ff_map.png
Other sequential cells in the stronger gray, the rest of the logic in the fainter gray.
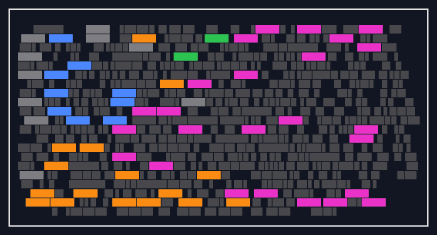
gates.png
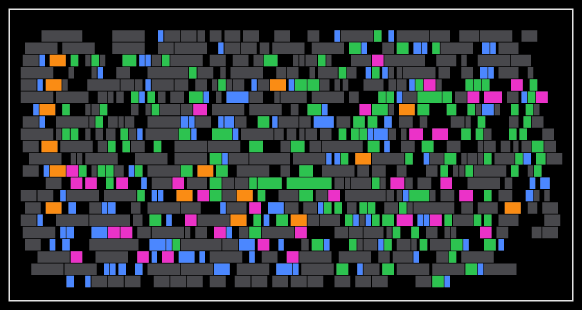
clock_nets.png
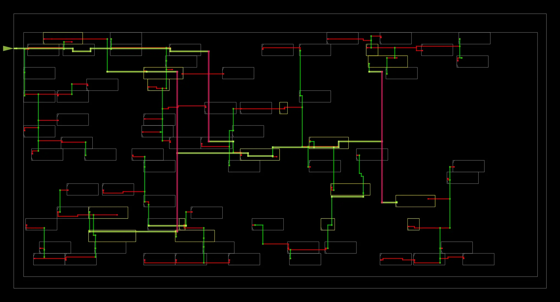
floorplan.png
Pins as bars on the die edge.
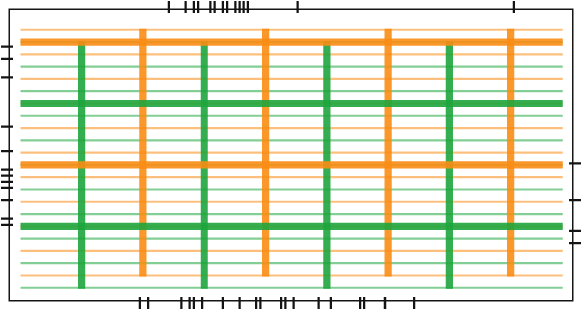
class_map.png
Scale bar: 20 µm. Fill, decap, tap and diode cells in gray.
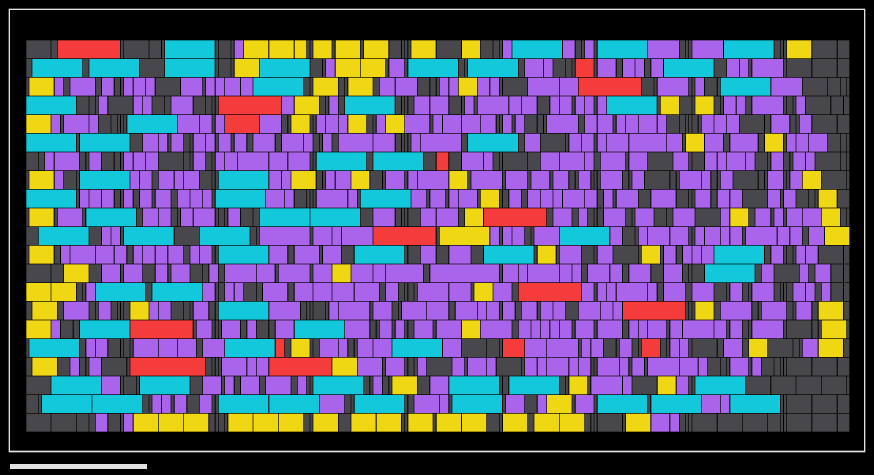
<file path="config.mk">
export PLATFORM = sky130hd
export DESIGN_NAME = stream_vector_accumulator_flat
export DESIGN_NICKNAME = d
export VERILOG_FILES = /design/src/rtl/lstm_fixed_pkg.sv /design/src/rtl/stream_vector_accumulator_if.sv /design/src/rtl/fixed_saturate.sv /design/src/rtl/stream_vector_accumulator.sv /design/src/flat_wrapper.sv
export SDC_FILE = /design/constraint.sdc
export NUM_CORES = 1
export LEC_CHECK = 0
export CORE_ASPECT_RATIO = 0.5
export CORE_MARGIN = 2
export CORE_UTILIZATION = 57
export CTS_CLUSTER_SIZE = 14
export DETAILED_ROUTE_END_ITERATION = 10
export HOLD_SLACK_MARGIN = 0.1
export PLACE_DENSITY = 0.81
export SLEW_MARGIN = 20
export SYNTH_ARGS = -nofsm -noshare
export SYNTH_HDL_FRONTEND = slang
export SYNTH_SLANG_ARGS = --single-unit
</file>
<file path="constraint.sdc">
create_clock -name clk -period 4.9 [get_ports clk]
set_clock_uncertainty 0.05 [all_clocks]
set_input_delay 0.735 -clock clk [delete_from_list [all_inputs] [get_ports clk]]
set_output_delay 0.735 -clock clk [all_outputs]
set_load 0.01 [all_outputs]
</file>
<file path="src/rtl/lstm_fixed_pkg.sv">
// Shared fixed-point definitions for the LSTM datapath: default widths,
// accumulator FSM states and the saturating narrow used by every accumulator.
package lstm_fixed_pkg;

  localparam int DATA_WIDTH_DEF  = 16;
  localparam int FRACT_WIDTH_DEF = 8;

  localparam logic [DATA_WIDTH_DEF-1:0] FIXED_MAX = 16'h7FFF;
  localparam logic [DATA_WIDTH_DEF-1:0] FIXED_MIN = 16'h8000;

  typedef enum logic [1:0] {
    IDLE  = 2'd0,
    ACCUM = 2'd1,
    DONE  = 2'd2
  } acc_state_t;

  // Clip a sign-extended value into the signed range of 'width' bits.
  function automatic logic signed [63:0] sat_narrow(input logic signed [63:0] v,
                                                    input int unsigned width);
    logic signed [63:0] hi;
    logic signed [63:0] lo;
    hi = (64'sd1 <<< (width - 1)) - 64'sd1;
    lo = -(64'sd1 <<< (width - 1));
    if (v > hi)      return hi;
    else if (v < lo) return lo;
    else             return v;
  endfunction

endpackage

</file>
<file path="src/rtl/stream_vector_accumulator_if.sv">
// Input word stream and output result stream of the vector accumulator.
interface stream_vector_accumulator_if
  import lstm_fixed_pkg::*;
#(
  parameter int DATA_WIDTH = DATA_WIDTH_DEF,
  parameter int CNT_WIDTH  = 9
);
  logic [DATA_WIDTH-1:0] in_data;
  logic                  in_last;
  logic                  in_valid;
  logic                  in_ready;
  logic [DATA_WIDTH-1:0] out_data;
  logic [CNT_WIDTH-1:0]  out_count;
  logic                  out_sat;
  logic                  out_valid;
  logic                  out_ready;

  modport master (
    output in_data, in_last, in_valid, out_ready,
    input  in_ready, out_data, out_count, out_sat, out_valid
  );

  modport slave (
    input  in_data, in_last, in_valid, out_ready,
    output in_ready, out_data, out_count, out_sat, out_valid
  );
endinterface

</file>
<file path="src/rtl/fixed_saturate.sv">
// Combinational narrowing of a wide signed accumulator to a signed word,
// clipping to the word range and flagging when clipping happened.
module fixed_saturate
  import lstm_fixed_pkg::*;
#(
  parameter int IN_WIDTH  = 25,
  parameter int OUT_WIDTH = DATA_WIDTH_DEF
) (
  input  logic signed [IN_WIDTH-1:0] value,
  output logic [OUT_WIDTH-1:0]       result,
  output logic                       sat
);

  logic signed [63:0] wide;
  logic signed [63:0] clipped;

  always_comb begin
    wide    = {{(64-IN_WIDTH){value[IN_WIDTH-1]}}, value};
    clipped = sat_narrow(wide, OUT_WIDTH);
    result  = clipped[OUT_WIDTH-1:0];
    sat     = (clipped != wide);
  end

endmodule

</file>
<file path="src/rtl/stream_vector_accumulator.sv">
// Serial vector adder: sums up to N_IN signed words from a valid/ready stream
// and emits one saturated word per vector on a valid/ready result port.
//
//  state | meaning
//  IDLE  | waiting for the first word of a vector; next word replaces acc
//  ACCUM | adding words; ends on in_last or when N_IN words are in
//  DONE  | result held on the output until out_ready; input stalled
module stream_vector_accumulator
  import lstm_fixed_pkg::*;
#(
  parameter int DATA_WIDTH  = DATA_WIDTH_DEF,
  parameter int FRACT_WIDTH = FRACT_WIDTH_DEF,
  parameter int N_IN        = 500,
  parameter int ACC_WIDTH   = DATA_WIDTH + $clog2(N_IN),
  parameter int CNT_WIDTH   = $clog2(N_IN + 1)
) (
  input  logic                      clk,
  input  logic                      reset,
  stream_vector_accumulator_if.slave bus
);

  generate
    if (FRACT_WIDTH < 0 || FRACT_WIDTH >= DATA_WIDTH) begin : g_bad_fract
      $error("FRACT_WIDTH must lie in [0, DATA_WIDTH)");
    end
  endgenerate

  acc_state_t state, next_state;

  logic signed [ACC_WIDTH-1:0] acc, acc_next, in_ext;
  logic [CNT_WIDTH-1:0]        count, count_next;
  logic                        accept;
  logic [DATA_WIDTH-1:0]       sat_data;
  logic                        sat_flag;
  logic [DATA_WIDTH-1:0]       out_data_q;
  logic [CNT_WIDTH-1:0]        out_count_q;
  logic                        out_sat_q;

  assign accept = bus.in_valid && (state == IDLE || state == ACCUM);

  // The first word of a vector replaces the accumulator so no stale sum leaks in.
  always_comb begin
    in_ext     = ACC_WIDTH'(signed'(bus.in_data));
    acc_next   = (state == IDLE) ? in_ext : acc + in_ext;
    count_next = (state == IDLE) ? CNT_WIDTH'(1) : count + CNT_WIDTH'(1);
  end

  fixed_saturate #(
    .IN_WIDTH  (ACC_WIDTH),
    .OUT_WIDTH (DATA_WIDTH)
  ) u_sat (
    .value  (acc_next),
    .result (sat_data),
    .sat    (sat_flag)
  );

  always_ff @(posedge clk) begin
    if (reset) state <= IDLE;
    else       state <= next_state;
  end

  always_comb begin
    next_state    = state;
    bus.in_ready  = 1'b0;
    bus.out_valid = 1'b0;
    case (state)
      IDLE: begin
        bus.in_ready = 1'b1;
        if (accept)
          next_state = (bus.in_last || N_IN == 1) ? DONE : ACCUM;
      end
      ACCUM: begin
        bus.in_ready = 1'b1;
        if (accept && (bus.in_last || count_next == CNT_WIDTH'(N_IN)))
          next_state = DONE;
      end
      DONE: begin
        bus.out_valid = 1'b1;
        if (bus.out_ready) next_state = IDLE;
      end
      default: next_state = IDLE;
    endcase
  end

  always_ff @(posedge clk) begin
    if (reset) begin
      acc         <= '0;
      count       <= '0;
      out_data_q  <= '0;
      out_count_q <= '0;
      out_sat_q   <= 1'b0;
    end else if (accept) begin
      acc   <= acc_next;
      count <= count_next;
      if (next_state == DONE) begin
        out_data_q  <= sat_data;
        out_count_q <= count_next;
        out_sat_q   <= sat_flag;
      end
    end
  end

  assign bus.out_data  = out_data_q;
  assign bus.out_count = out_count_q;
  assign bus.out_sat   = out_sat_q;

endmodule

</file>
<file path="src/flat_wrapper.sv">
// flat-port wrapper written by rule: the top's interface ports become plain ports
module stream_vector_accumulator_flat import lstm_fixed_pkg::*;
#(
  parameter int DATA_WIDTH  = DATA_WIDTH_DEF,
  parameter int FRACT_WIDTH = FRACT_WIDTH_DEF,
  parameter int N_IN        = 500,
  parameter int ACC_WIDTH   = DATA_WIDTH + $clog2(N_IN),
  parameter int CNT_WIDTH   = $clog2(N_IN + 1)
)
  (clk, reset, bus_in_data, bus_in_last, bus_in_valid, bus_out_ready, bus_in_ready, bus_out_data, bus_out_count, bus_out_sat, bus_out_valid);
  stream_vector_accumulator_if #(.DATA_WIDTH(DATA_WIDTH), .CNT_WIDTH(CNT_WIDTH)) bus_i ();
  input  logic clk;
  input  logic reset;
  input wire logic [$bits(bus_i.in_data)-1:0] bus_in_data;
  input wire logic [$bits(bus_i.in_last)-1:0] bus_in_last;
  input wire logic [$bits(bus_i.in_valid)-1:0] bus_in_valid;
  input wire logic [$bits(bus_i.out_ready)-1:0] bus_out_ready;
  output wire logic [$bits(bus_i.in_ready)-1:0] bus_in_ready;
  output wire logic [$bits(bus_i.out_data)-1:0] bus_out_data;
  output wire logic [$bits(bus_i.out_count)-1:0] bus_out_count;
  output wire logic [$bits(bus_i.out_sat)-1:0] bus_out_sat;
  output wire logic [$bits(bus_i.out_valid)-1:0] bus_out_valid;
  assign bus_i.in_data = bus_in_data;
  assign bus_i.in_last = bus_in_last;
  assign bus_i.in_valid = bus_in_valid;
  assign bus_i.out_ready = bus_out_ready;
  assign bus_in_ready = bus_i.in_ready;
  assign bus_out_data = bus_i.out_data;
  assign bus_out_count = bus_i.out_count;
  assign bus_out_sat = bus_i.out_sat;
  assign bus_out_valid = bus_i.out_valid;
  stream_vector_accumulator #(.DATA_WIDTH(DATA_WIDTH), .FRACT_WIDTH(FRACT_WIDTH), .N_IN(N_IN), .ACC_WIDTH(ACC_WIDTH), .CNT_WIDTH(CNT_WIDTH)) u_core (.clk(clk), .reset(reset), .bus(bus_i));
endmodule
</file>
==> summary.txt <==
Synthesis and place-and-route results.

- The run finished with clean final reports.
- The register with the most flip-flops in the layout has 25 of them.
- STA classifies the critical path startpoint as an input port.
- The longest individual stage delay on the worst path is 0.53 ns.
- TritonCTS built the clock tree.
- After layout, the minimum clock period comes to ~4.7 ns.
- Sorting the synthesized cells by area gives the leading types as sky130_fd_sc_hd__dfxtp_1 30%, sky130_fd_sc_hd__ha_1 7.9%, sky130_fd_sc_hd__nor2_1 6.9%.
- The floorplan step set the die width to 124.4 µm.
- The synthesis run identifies the leading combinational cell family as AND-OR/OR-AND gates.
- Per the CTS log, the buffer count on the longest clock path is 2.
- The synthesized area divided by synthesized cell count is 7.844 µm².
- Looking at the global route congestion table, the highest-usage layer is met2.
- Fill cells in the final layout number 532.
- The net total in the final layout is 635.
- For reference, the critical path is captured by u_core.bus.out_data[0]$_SDFFE_PP0P_.
- The run reported a max-capacitance violation count of 0.
- According to the hold report, the worst path is of the reg -> reg type.
- The inverter count is 3.
- Leaving out fill and tap cells, the most frequent cell in the layout is sky130_fd_sc_hd__nor2_1.
- The power per unit of standard cell area is between 300 and 400 nW/µm².
- On met3, the global router reports a usage of 0.06365.
- Of the total synthesized cell area, the portion taken by AND-OR and OR-AND cells is 0.2548.
- The pre-CTS worst setup slack is -0.1659 ns.
- The largest individual stage delay along the critical path comes from the cell sky130_fd_sc_hd__or4_1.
- The most frequent cell after synthesis is sky130_fd_sc_hd__nor2_1.
- Per the TritonCTS log, the buffer count is 9.
- In this run the clock root is driven by a sky130_fd_sc_hd__clkbuf_16.
- The number of detailed-route iterations in the first pass is 6.
- The number of cells on the worst reg-to-reg path is 14.
- The detailed-route DRC error count is 0.
- Along the critical path, the tally of buffer and inverter instances is 2.
- STA classifies the critical path endpoint as a flop.
- The power report lists cell-internal power as around 1.2 mW.
- The clock group share of total power is 0.368.
- The count of nets left with antenna violations once routing finished came out at 0.
- Endpoints with negative setup slack in the final report add up to 0.
- Of the post-synthesis cell area, the part taken by muxes is 0.03632.
- The first global-routing pass estimated 18760 µm of wire.
- The routed length on met3 is just over 800 µm.
- In the final routed layout, each cell accounts on average for approximately 16 µm.
- The insertion delay to the later sink of the worst-skew pair is 0.33 ns.
- The library cells used most frequently in the layout, excluding fill and tap cells, are 76 x sky130_fd_sc_hd__nor2_1, 62 x sky130_fd_sc_hd__dfxtp_1, 55 x sky130_fd_sc_hd__nand2_1.
- STA shows the worst min-delay path finishing at u_core.acc[22]$_SDFFE_PP0P_.
- The fraction of the yosys area taken by sequential cells is 0.3002.
- The critical path crosses 15 cells after its start point.
- The share of total power consumed by net switching is 0.3199.
- The maximum number of pins on one net before global-route repair is about 63.
- The number of antenna diodes is 0.
- After floorplanning, the core was sized to cover 6858 µm².
- The multi-input combinational cell count is 433.
- The kind of cell with the highest combined delay on the critical path is AND-OR/OR-AND gates.
- Per the detail_route report, the via count comes to 4110.
- The placed wire-length estimate is 7965 µm.
- The power report attributes to the sequential group a share of 0.323.
- According to the Yosys statistics, the synthesized design has a chip area of around 4100 µm².
- The I/O pin count is just under 50.
- The netlist uses 55 different library cells.
- Per the final timing report, the hold violations number 0.
- The worst-margin pin slew is 0.8236 ns.
- The top routing layer in use is met4.
- The count of buffers not belonging to the clock network in the layout is 78.
- The power report lists the combinational group at 0.537 mW.
- The number of levels the H-tree was split into is 3.
- The total routing resource utilization after global routing is 0.2922.
- The origin of the worst min-delay path is u_core.acc[22]$_SDFFE_PP0P_.
- Hold repair after CTS inserted 0 buffers.
- The largest cell class by area is combinational gates.
- The layout overhead on the synthesized area is 24.64%.
- The worst-case max-slew headroom was logged as 0.4508.
- The share of synthesized area in the top cell type comes to 0.3002.
- The number of antenna violations at the first check in global routing is 0.
- The die boundary height is 64.22 µm.
- Including well taps, the total number of placed cells is 667.
- The average via count per standard cell is 6.009.
- The endpoint of the most critical register-to-register path is u_core.bus.out_data[0]$_SDFFE_PP0P_.
- Based on the critical path, the design can be clocked at up to ~210 MHz.
- Per the gpl log, the routability congestion estimate is 0.8816.
- The sequential power reported by the tool is 0.561 mW.
- The clock network contribution to total cell area is 0.05852.
- The number of global-route vias before repair is 3824.
- Summed over all nets, the switching power comes to about 0.56 mW.
- The final timing report gives a worst setup slack of around 0.19 ns.
- Summed over all nets, wire length on met2 after detailed routing comes to 4712 µm.
- The total overflow left after global routing is 0.
- In this run, the synthesized area fraction spent on and/or/nand/nor cells is recorded as 0.2439.
- The critical path in this run is classified as in -> reg.
- The required time at the worst endpoint is listed as 5.10 ns.
- The commonest cells after synthesis are 76 x sky130_fd_sc_hd__nor2_1, 62 x sky130_fd_sc_hd__dfxtp_1, 55 x sky130_fd_sc_hd__nand2_1.
- The number of cells produced by synthesis is 527.
- The combined area of the multi-input logic cells is 2770 µm².
- The combinational group share of total power is 0.309.
- The chip area is around 8000 µm².
- The total setup buffers inserted after CTS is 0.
- Setup slack on the worst reg-to-reg path comes out at 0.76 ns.
- Per the Yosys statistics, synthesis produced 527 cells.
- Summed over all cells, the static leakage comes to 2.037 nW.
- The final cell utilization of the core is 0.7513.
- The final standard cell area without fillers is 5152 µm².
- The dominant register cell in the synthesized netlist is sky130_fd_sc_hd__dfxtp_1.
- The launch point of the worst register-to-register path is recorded as u_core.acc[0]$_SDFFE_PP0P_.
- The arrival time reported for the critical path endpoint is 4.91 ns.
- The number of max-slew violations in the final report is 0.
- Per STA, the worst path is made up of clkdlybuf4s50_1 -> ha_1 -> fa_1 -> a21o_1 -> a311oi_2 -> o22ai_2 -> a311oi_2 -> o31ai_1 -> mux2i_1 -> xnor2_2 -> or4_1 -> ha_1 -> buf_12 -> o21a_1 -> nor3_2.
- Summing internal, switching and leakage power gives 1.738 mW.
- The adder-cell share of the synthesized area is 0.08354.
- OpenSTA lists the critical path startpoint as bus_in_data[0].
- The fraction of area in registers is 0.2409.
- In this run the tool buffered the top-level ports with 48 buffer cells.
- The share of cells above drive strength 1 is 0.1149.
- The worst hold slack is 0.4130 ns.
- The worst vdd rail ir drop is 0.2487 mV.
- The async set or reset register ratio after synthesis is 0.
- The total of warnings raised by yosys is 0.
- The post-synthesis cell type with the largest combined area is sky130_fd_sc_hd__dfxtp_1.
- The initial core utilization is 0.6028.
- The stage logs contain a warning count of 26.
- The total of flip-flops plus latches after synthesis is 62.
- The hold path depth is 2.
- The post-synth count of flops with an enable pin is 0.
- The xor-xnor portion of the synthesized cell area is 0.04843.
- u_core.acc holds more flip-flops than any other register.
- The number of nets produced by synthesis is 575.
- The area of all sequential standard cells is 1241 µm².
- The number of placement rows is 21.
- In the final timing run, aggregate negative setup slack is 0 ns.
- The clock transition at the registers of the reported paths is 0.05 ns.
- Wires add up to 11170 µm.
- Post-CTS repair changed the size of 0 cells.
- For this run, global-route usage on met2 was measured as 0.4406.
- The multi-input combinational area share is 0.5376.
- The met1 usage in global routing is 0.4185.
- Looking at the group totals, the largest power group turns out to be the clock network.
- Across the placement rows, the number of tap cells is 92.
Back to the opening pictures, ff_map.png:
legend:
  magenta:
    netlist_name: u_core.acc
    sequential_cells: 25
  blue:
    netlist_name: u_core.count
    sequential_cells: 9
  green:
    netlist_name: u_core.state
    sequential_cells: 2
  orange:
    netlist_name: u_core.bus.out_data
    sequential_cells: 16

Back to the opening pictures, gates.png:
legend:
  blue:
    family: nor cells
    cells: 103
    most_used: nor2_1
    where: all over the die
  green:
    family: aoi and oai cells
    cells: 124
    most_used: a21oi_1
  magenta:
    family: non-inverting ao/oa cells
    cells: 34
    most_used: o21a_1
  orange:
    family: mux cells
    cells: 15
    most_used: mux2i_1

Back to the opening pictures, clock_nets.png:
count of clock tree sinks: 62
count of clock-net buffers in the final layout: 11
layout sequential cell count: 62
power drawn by the clock network: 0.640 mW

Back to the opening pictures, floorplan.png:
legend:
  orange:
    net: VDD
  green:
    net: VSS
met1 rails: 22
rows: 21
met5 straps: 4
met4 straps: 8
signal pins: 49

Back to the opening pictures, class_map.png:
legend:
  cyan:
    class: registers
    cells: 62
    share_of_their_area: 25%
  purple:
    class: remaining logic cells
    cells: 436
    share_of_their_area: 55%
  red:
    class: clock drivers and dummy loads
    cells: 16
    share_of_their_area: 6.0%
  yellow:
    class: remaining buffers and delay cells
    cells: 78
    share_of_their_area: 14%

No activity file was given, so power comes from the tool's default toggle rates.
